**config.mk**
```make
export PLATFORM = sky130hd
export DESIGN_NAME = bit_counter_seq
export DESIGN_NICKNAME = d
export VERILOG_FILES = /design/src/rtl/bit_counter_seq.sv
export SDC_FILE = /design/constraint.sdc
export NUM_CORES = 1
export LEC_CHECK = 0
export ABC_AREA = 0
export CAP_MARGIN = 10
export CORE_UTILIZATION = 50
export DETAILED_ROUTE_END_ITERATION = 10
export GPL_TIMING_DRIVEN = 0
export PLACE_DENSITY = 0.79
export SYNTH_ARGS = -nofsm -noshare
export SYNTH_HDL_FRONTEND = slang
export SYNTH_SLANG_ARGS = --single-unit
```
**constraint.sdc**
```tcl
create_clock -name clk -period 3.9 [get_ports clk]
set_clock_uncertainty 0.05 [all_clocks]
set_input_delay 0.78 -clock clk [delete_from_list [all_inputs] [get_ports clk]]
set_output_delay 0.78 -clock clk [all_outputs]
set_load 0.005 [all_outputs]
```
**src/rtl/bit_counter_seq.sv**
```systemverilog
// Sequential population counter: counts CHUNK bits per clock over a BITSIZE-wide word,
// with valid/ready on both sides and a saturating running total of delivered counts.
module bit_counter_seq #(
  parameter int BITSIZE     = 10,
  parameter int CHUNK       = 4,
  parameter int COUNTERSIZE = $clog2(BITSIZE + 1),
  parameter int ACCSIZE     = 16
) (
  input  logic                   clk,
  input  logic                   rst,
  input  logic                   in_valid,
  output logic                   in_ready,
  input  logic [BITSIZE-1:0]     in_data,
  output logic                   out_valid,
  input  logic                   out_ready,
  output logic [COUNTERSIZE-1:0] out_count,
  input  logic                   clear_acc,
  output logic [ACCSIZE-1:0]     acc_total,
  output logic                   acc_sat
);

  localparam int NCHUNK = (BITSIZE + CHUNK - 1) / CHUNK;
  localparam int PADW   = NCHUNK * CHUNK;
  localparam int IDXW   = $clog2(NCHUNK + 1);
  localparam int ACCW1  = ACCSIZE + 1;

  localparam logic [1:0] S_IDLE = 2'd0;
  localparam logic [1:0] S_BUSY = 2'd1;
  localparam logic [1:0] S_DONE = 2'd2;

  logic [1:0]             r_state;
  logic [PADW-1:0]        r_word;
  logic [IDXW-1:0]        r_idx;
  logic [COUNTERSIZE-1:0] r_partial;
  logic [COUNTERSIZE-1:0] r_out_count;
  logic                   r_in_ready;
  logic                   r_out_valid;
  logic [ACCSIZE-1:0]     r_acc;
  logic                   r_acc_sat;

  logic [CHUNK-1:0]       w_chunk;
  logic [COUNTERSIZE-1:0] w_chunk_pop;
  logic                   w_last;
  logic                   w_accept;
  logic                   w_deliver;
  logic [ACCSIZE:0]       w_acc_base;
  logic [ACCSIZE:0]       w_acc_sum;
  logic                   w_acc_clamp;
  logic                   w_sat_base;

  function automatic logic [COUNTERSIZE-1:0] popcount(input logic [CHUNK-1:0] v);
    logic [COUNTERSIZE-1:0] s;
    s = '0;
    for (int i = 0; i < CHUNK; i++) begin
      s = s + COUNTERSIZE'(v[i]);
    end
    return s;
  endfunction

  // Chunk selection, handshake decode and accumulator arithmetic
  always_comb begin
    // r_word is zero-padded above BITSIZE, so the last partial chunk is already masked
    w_chunk     = CHUNK'(r_word >> (32'(r_idx) * CHUNK));
    w_chunk_pop = popcount(w_chunk);
    w_last      = (r_idx == IDXW'(NCHUNK));
    w_accept    = in_valid & r_in_ready;
    w_deliver   = r_out_valid & out_ready;
    w_acc_base  = clear_acc ? '0 : {1'b0, r_acc};
    w_sat_base  = clear_acc ? 1'b0 : r_acc_sat;
    w_acc_sum   = w_acc_base + ACCW1'(r_out_count);
    w_acc_clamp = w_acc_sum[ACCSIZE] | (&w_acc_sum[ACCSIZE-1:0]);
  end

  // Control FSM and per-word counting datapath
  always_ff @(posedge clk) begin
    if (rst) begin
      r_state     <= S_IDLE;
      r_in_ready  <= 1'b1;
      r_out_valid <= 1'b0;
      r_out_count <= '0;
      r_idx       <= '0;
      r_word      <= '0;
      r_partial   <= '0;
    end else begin
      case (r_state)
        S_IDLE: begin
          if (w_accept) begin
            r_word     <= PADW'(in_data);
            r_partial  <= '0;
            r_idx      <= '0;
            r_in_ready <= 1'b0;
            r_state    <= S_BUSY;
          end
        end
        S_BUSY: begin
          if (w_last) begin
            r_out_count <= r_partial;
            r_out_valid <= 1'b1;
            r_state     <= S_DONE;
          end else begin
            r_partial <= r_partial + w_chunk_pop;
            r_idx     <= r_idx + IDXW'(1);
          end
        end
        S_DONE: begin
          if (w_deliver) begin
            r_out_valid <= 1'b0;
            r_in_ready  <= 1'b1;
            r_state     <= S_IDLE;
          end
        end
        default: begin
          r_state     <= S_IDLE;
          r_in_ready  <= 1'b1;
          r_out_valid <= 1'b0;
          r_idx       <= '0;
          r_partial   <= '0;
        end
      endcase
    end
  end

  // Saturating running total; a same-cycle clear restarts the sum from this word's count
  always_ff @(posedge clk) begin
    if (rst) begin
      r_acc     <= '0;
      r_acc_sat <= 1'b0;
    end else if (w_deliver) begin
      r_acc     <= w_acc_clamp ? '1 : w_acc_sum[ACCSIZE-1:0];
      r_acc_sat <= w_sat_base | w_acc_clamp;
    end else if (clear_acc) begin
      r_acc     <= '0;
      r_acc_sat <= 1'b0;
    end else begin
      r_acc     <= r_acc;
      r_acc_sat <= r_acc_sat;
    end
  end

  assign in_ready  = r_in_ready;
  assign out_valid = r_out_valid;
  assign out_count = r_out_count;
  assign acc_total = r_acc;
  assign acc_sat   = r_acc_sat;

endmodule
```
Fig. 1: run 1, metal 1
(8 px per um) Supply wires on this layer in gray. Cells faint in the background.
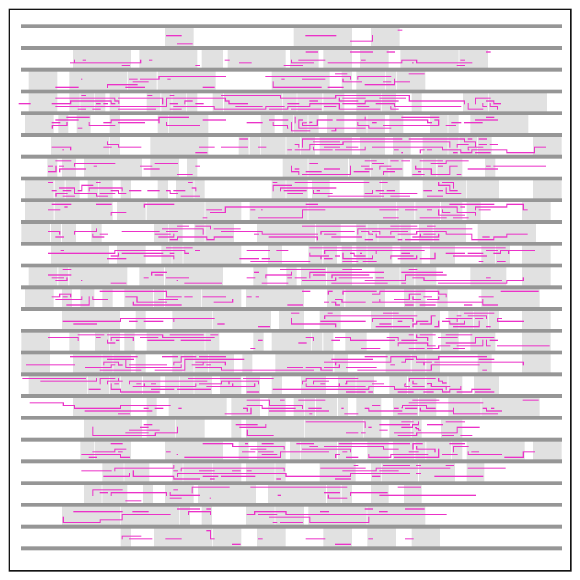
wire length on this layer: 2,320 um
main direction: horizontal
share of all routed wire: 44%
drt total wl: 5330 um
global routing met1 resource utilization: 0.287

Fig. 2: run 1, track usage over the die
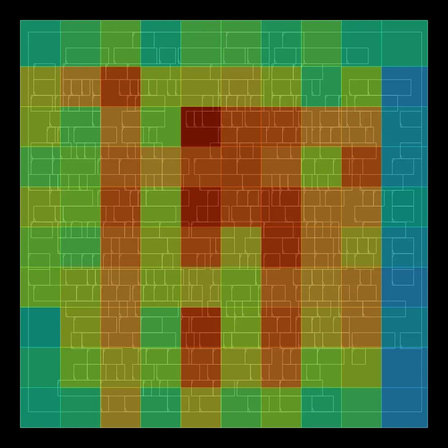
most used routing layer: met2
detailed-route wire length per cell: 14.3 um
Layout Utilization: 0.649
met3 Usage GRT: 0.0433

Fig. 3: run 1, sequential cells colored by netlist name
(6 px per um)
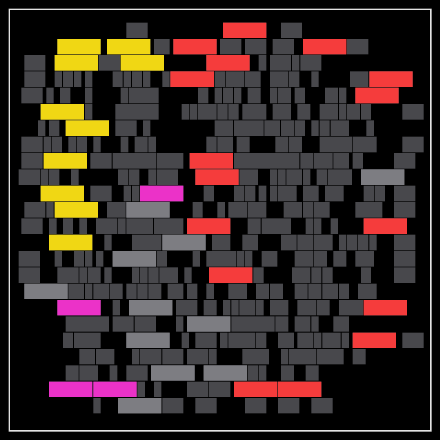
legend:
  yellow:
    signal: r_word
    sequential_cells: 10
  red:
    signal: acc_total
    sequential_cells: 16
  magenta:
    signal: r_partial
    sequential_cells: 4
    where: south-west
not colored: 11
Seq. pwr: 0.000441 W
FF/Latch Area: 821 um^2
Seq area share: 0.287

==> flow_summary.json, run 1 <==
{
  "outcome": "complete, no violations",
  "cts_buffer_depth": 2,
  "drv_cap": 0,
  "antenna_found_initial": 0,
  "drc": 0,
  "finalPower_w": 0.000904,
  "dr.first_iter.drc_count": 139,
  "crit_top_cell": "buf_6",
  "numCtsBuffers": 5,
  "log.warning_count": 26,
  "grt_pass1_vias": 1902,
  "ys_async_sr_fraction": 0,
  "viasPerCell": 5.64,
  "whs_path_depth": 2,
  "drv_slew": 0,
  "cts-resized-gates": 0,
  "cts_root_buf": "clkbuf_8",
  "min_period_ns": 3.66,
  "synthToLayoutAreaGrowth_pct": 23.7,
  "power_density_mw_per_mm2": 316,
  "tightest_slew_ns": 0.682,
  "r2r_slack_ns": 0.97,
  "syn_avg_cell_area_um2": 8.35,
  "path_buffers": 4,
  "yosysCellCount": 277,
  "seq_area_frac_synth": 0.355,
  "synthFlopType": "dfxtp_1",
  "fill_cells": 384,
  "xor_area_frac": 0.0492,
  "die-area_mm2": 0.00490,
  "max_slew_margin": 0.545,
  "crit_end": "acc_sat$_SDFF_PP0_",
  "core.rowCount": 24,
  "crit_slowest_cell": "clkdlybuf4s50_1",
  "ir_worst_vdd_mv": 0.213,
  "grtUsageTotal": 0.228,
  "postCtsSetupBuffers": 0,
  "cp_cell_sequence": "clkdlybuf4s50_1, buf_6, inv_1, buf_6, nand2_1, fa_1, nand2b_1, a21oi_2, nand4_1, a221oi_2, nand4b_1, a211oi_2",
  "grt_first_pass_wirelength_um": 8800,
  "core-area_mm2": 0.00441,
  "hp-start": "r_word[1]$_SDFFE_PP0P_",
  "yosys.area_share.simple": 0.247,
  "syn_area_mm2": 0.00231,
  "num_vias": 2105,
  "firstDrtPassIters": 4,
  "die_x_um": 70.0,
  "synthAoiAreaFrac": 0.176,
  "rsz0062_at_grt": "false",
  "cp_max_fo": 10,
  "final_hold_viol_count": 0,
  "clk_latency_ns": 0.30,
  "die_y_um": 70.0,
  "slowest_delay_ns": 0.55,
  "drive_above_1_share": 0.0717,
  "ant_nets": 0,
  "post-route-period-util": 0.939,
  "htree_levels": 2,
  "cellLeakagePower_nw": 1.02,
  "cts_tree": "built",
  "clk_pin_slew_worst_paths_ns": 0.08,
  "cp.depth": 12,
  "port_buffers": 36,
  "finalNetCount": 345,
  "mux_area_frac": 0.0519,
  "end_kind": "flop",
  "critPathArrivalTime_ns": 3.83,
  "critPathLaunch": "clear_acc",
  "rr_worst_depth": 9,
  "io_pins": 38,
  "cp_top_family": "buffers and inverters",
  "whs_ns": 0.408,
  "hpwl_um": 3920,
  "cp.required_ns": 4.07,
  "ys_top_logic_family": "simple AND/OR/NAND/NOR gates",
  "startpoint_type": "input port",
  "hold_buffers": 0,
  "syn_inst": 277,
  "clock-sinks": 41,
  "min_path_type": "flop to flop",
  "edf_count": 0,
  "grt_overflow": 0,
  "synth_chip_area_mm2": 0.00231,
  "routabilityCongestion": 0.879,
  "adder_share": 0.0671
}
[run 1: cells in the mapped netlist (2+ instances only)]
cell type,instances,area (um^2)
a211oi_1,4,30.0
a21oi_1,29,145
a221oi_1,4,35.0
and2_1,3,18.8
and3_1,3,18.8
buf_6,3,33.8
clkbuf_1,7,26.3
dfxtp_1,41,821
fa_1,4,80.1
ha_1,6,75.1
inv_1,10,37.5
mux2i_1,12,120
nand2_1,37,139
nand2b_1,5,31.3
nand3_1,6,30.0
nand4_1,2,12.5
nand4b_1,4,35.0
nor2_1,27,101
nor2b_1,7,43.8
nor3_1,5,25.0
nor3b_1,2,15.0
nor4_1,5,31.3
o211ai_1,2,15.0
o21a_1,2,15.0
o21ai_0,8,40.0
xnor2_1,9,78.8
xor2_1,4,35.0
[run 1: where the power goes]
group	internal, W	switching, W	total, W
Combinational	0.0000461	0.0000531	0.0000992
Sequential	0.000432	0.00000962	0.000441
Clock	0.000208	0.000155	0.000363
Total	0.000686	0.000217	0.000904
[run 1: flip-flops by register name, indices dropped and copies added (netlist names)]
register and flops:
acc_sat 1, out_valid 1, r_word 10, out_count 4, acc_total 16, r_state 2, r_idx 2, r_partial 4
in_ready 1
[run 1: kinds of logic after synthesis]
logic type	count (synthesis)
flip-flops	41
multiplexers	12
buffers and inverters	23
AND-OR/OR-AND	63
XOR/XNOR	13
AND/OR/NAND/NOR	115
adder cells (fa/ha/maj)	10
[run 1: stage by stage]
stage | TNS, ns | std cells | instance area (um^2) | worst slack (ns)
final | 0 | 373 | 2860 | 0.239
after global routing | 0 | 373 | 2860 | 0.0562
after detailed placement | -1.09 | 365 | 2740 | -0.174
after global placement | -1.35 | 365 | 2740 | -0.211
after floorplan | 0 | 277 | 2310 | 0.802
after CTS | 0 | 373 | 2860 | 0.0766
[run 1: worst register-to-register path, cell delays in order (launching register included)]
cell and delay (ns):
dfxtp_1 0.34, clkbuf_1 0.32, mux2i_1 0.12, o21ai_0 0.26, fa_1 0.49, fa_1 0.50
fa_1 0.37, nor2b_1 0.14, xnor2_1 0.17, nor2_1 0.06
[run 1: metal layers]
metal	vias to the layer above	global-route usage	part of all wire
li1	1061	-	-
met1	975	0.287	0.44
met3	8	0.0433	0.042
met2	61	0.392	0.51
met4	0	0.0689	0.015
met5	-	0	0
[run 1: area by class of cell]
class / instances / area (um^2) / area share
multi-input combinational: 213 / 1370 / 0.479
sequential: 41 / 821 / 0.287
timing repair buffer: 36 / 360 / 0.126
buffer: 13 / 87.6 / 0.0306
clock buffer: 6 / 82.6 / 0.0288
tap: 52 / 65.1 / 0.0227
clock inverter: 2 / 37.5 / 0.0131
inverter: 10 / 37.5 / 0.0131
==> run 1 -> run 2 <==
- CAP_MARGIN: 10 -> 20
- GPL_TIMING_DRIVEN: 0 -> not set
- SETUP_SLACK_MARGIN: not set -> 0.02
Fig. 4: run 2, track usage over the die
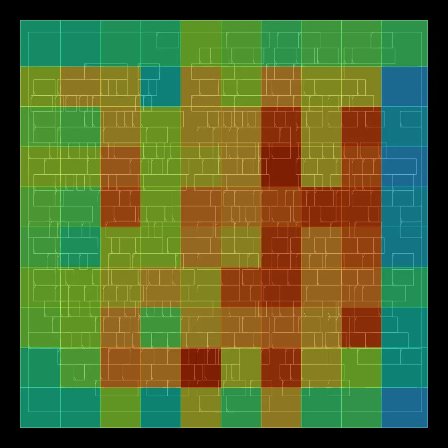
detailed-route wire length per cell: 14.6 um
Layout Utilization: 0.633
met2 Resource Use GR: 0.419
GRT Util Overall: 0.236

Fig. 5: run 2, M3 wires
(6 px per um) Cells faint in the background.
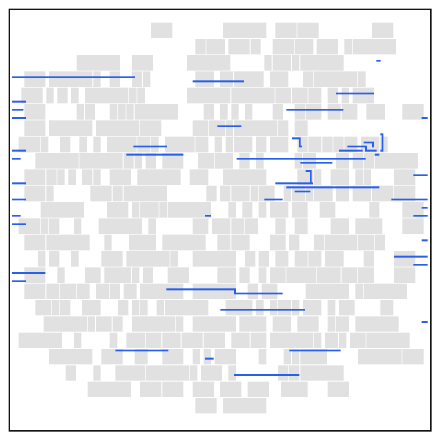
wire length on this layer: 241 um
nets with wire on the layer: 35
longest straight run: 21.2 um
share of all routed wire: 4.5%

==> run 2 against run 1 <==
Fmax up 9.5%. Die size is the same. Setup slack better by 0.32 ns. Flip-flop count unchanged. Combinational power down 9.9%. Count of clock-buffer cells in the layout grew 2. Critical path depth is 2 lower. Synthesized cell count stayed put. Global-route usage is 0.81 points higher. Critical path type unchanged.
==> flow_summary.json, run 2 <==
{
  "startpoint_type": "input port",
  "post-route-period-util": 0.858,
  "comb_area_mm2": 0.00137,
  "min_period_ns": 3.34,
  "die_x_um": 70.0,
  "cts_buffer_depth": 2,
  "synthAoiAreaFrac": 0.176,
  "synth_chip_area_mm2": 0.00231,
  "grt_first_pass_wirelength_um": 9270,
  "port_buffers": 37,
  "synthTopCellsByArea": "dfxtp_1, a21oi_1, nand2_1, mux2i_1, nor2_1",
  "grt_pass1_vias": 2041,
  "ant_nets": 0,
  "drc": 0,
  "cts-resized-gates": 0,
  "core-area_mm2": 0.00441,
  "xor_area_frac": 0.0492,
  "ir_worst_vdd_mv": 0.252,
  "netlist_top_cells_count": "dfxtp_1, nand2_1, a21oi_1",
  "die-area_mm2": 0.00490,
  "final_hold_viol_count": 0,
  "crit_slowest_cell": "clkdlybuf4s50_1",
  "min_path_type": "flop to flop",
  "dp_slack_ns": 0.294,
  "grt_overflow": 0,
  "max_slew_margin": 0.496,
  "yosysCellCount": 277,
  "fill_cells": 392,
  "cp_cell_sequence": "clkdlybuf4s50_1, nor2b_1, ha_1, inv_1, fa_1, nand2b_1, a21oi_1, and3_1, nor2_1, a221oi_1",
  "clk_pin_slew_worst_paths_ns": 0.08,
  "clk_latency_ns": 0.30,
  "seq_area_frac_synth": 0.355,
  "tns_ns": 0,
  "viasPerCell": 5.76,
  "fin_ws_ns": 0.555,
  "synth.top_cell.area_share": 0.355,
  "cellLeakagePower_nw": 0.994,
  "outcome": "complete, no violations",
  "rsz0062_at_grt": "false",
  "cts_tree": "built"
}
-- run 2: cell counts after synthesis --
Identical to the previous run, type by type.
-- run 2: path summary, 6_finish.rpt --
check,endpoint,startpoint,cells after the start
worst max-delay path,acc_total[13]$_SDFFE_PP0P_,clear_acc,10
worst max register to register,r_partial[2]$_SDFFE_PP0P_,r_idx[0]$_SDFFE_PP0P_,8
worst min register to register,r_word[4]$_SDFFE_PP0P_,r_word[4]$_SDFFE_PP0P_,2
worst min-delay path,r_word[4]$_SDFFE_PP0P_,r_word[4]$_SDFFE_PP0P_,2
-- run 2: layout make-up --
class | count | share of cell area
Sequential cell | 41 | 0.294
Inverter | 10 | 0.0134
Multi-Input combinational cell | 213 | 0.489
Tap cell | 52 | 0.0233
Timing Repair Buffer | 44 | 0.151
Clock buffer | 8 | 0.0287
-- run 2: kinds of logic after synthesis --
logic type               Yosys count
XOR/XNOR                          13
buffers and inverters             23
adder cells (fa/ha/maj)           10
AND-OR/OR-AND                     63
AND/OR/NAND/NOR                  115
multiplexers                      12
flip-flops                        41
-- run 2: where the power goes --
| part | switching [W] | internal, W | total, W |
|---|---|---|---|
| clock | 0.000144 | 0.000127 | 0.000272 |
| sequential | 0.0000147 | 0.000432 | 0.000447 |
| combinational | 0.0000454 | 0.0000440 | 0.0000894 |
| total | 0.000205 | 0.000603 | 0.000808 |
-- run 2: critical path: cells and delay by family --
family | cells | cell delay, ns
buf+inv | 2 | 0.55
simple gates | 4 | 1.02
compound gates | 2 | 0.55
fa+ha+maj | 2 | 0.58
-- run 2: stage by stage --
step            util  power (W)  cells  hold WS [ns]  cell area [um^2]
6_report       0.633   0.000808    368         0.407              2790
2_1_floorplan      -   0.000516    277         0.386              2310
3_3_place_gp   0.615   0.000543    360         0.391              2710
4_1_cts        0.633   0.000816    368         0.409              2790
5_1_grt        0.633   0.000847    368         0.443              2790
3_5_place_dp   0.615   0.000546    360         0.398              2710
-- run 2: routing by layer --
layer,track usage,vias up,routed length (um)
met2,0.419,69,2680
li1,-,1056,-
met5,0,-,0
met4,0.0756,0,83
met3,0.0433,9,240
met1,0.286,986,2360
Power figures rest on the tool's default switching activity, not on a simulated workload.
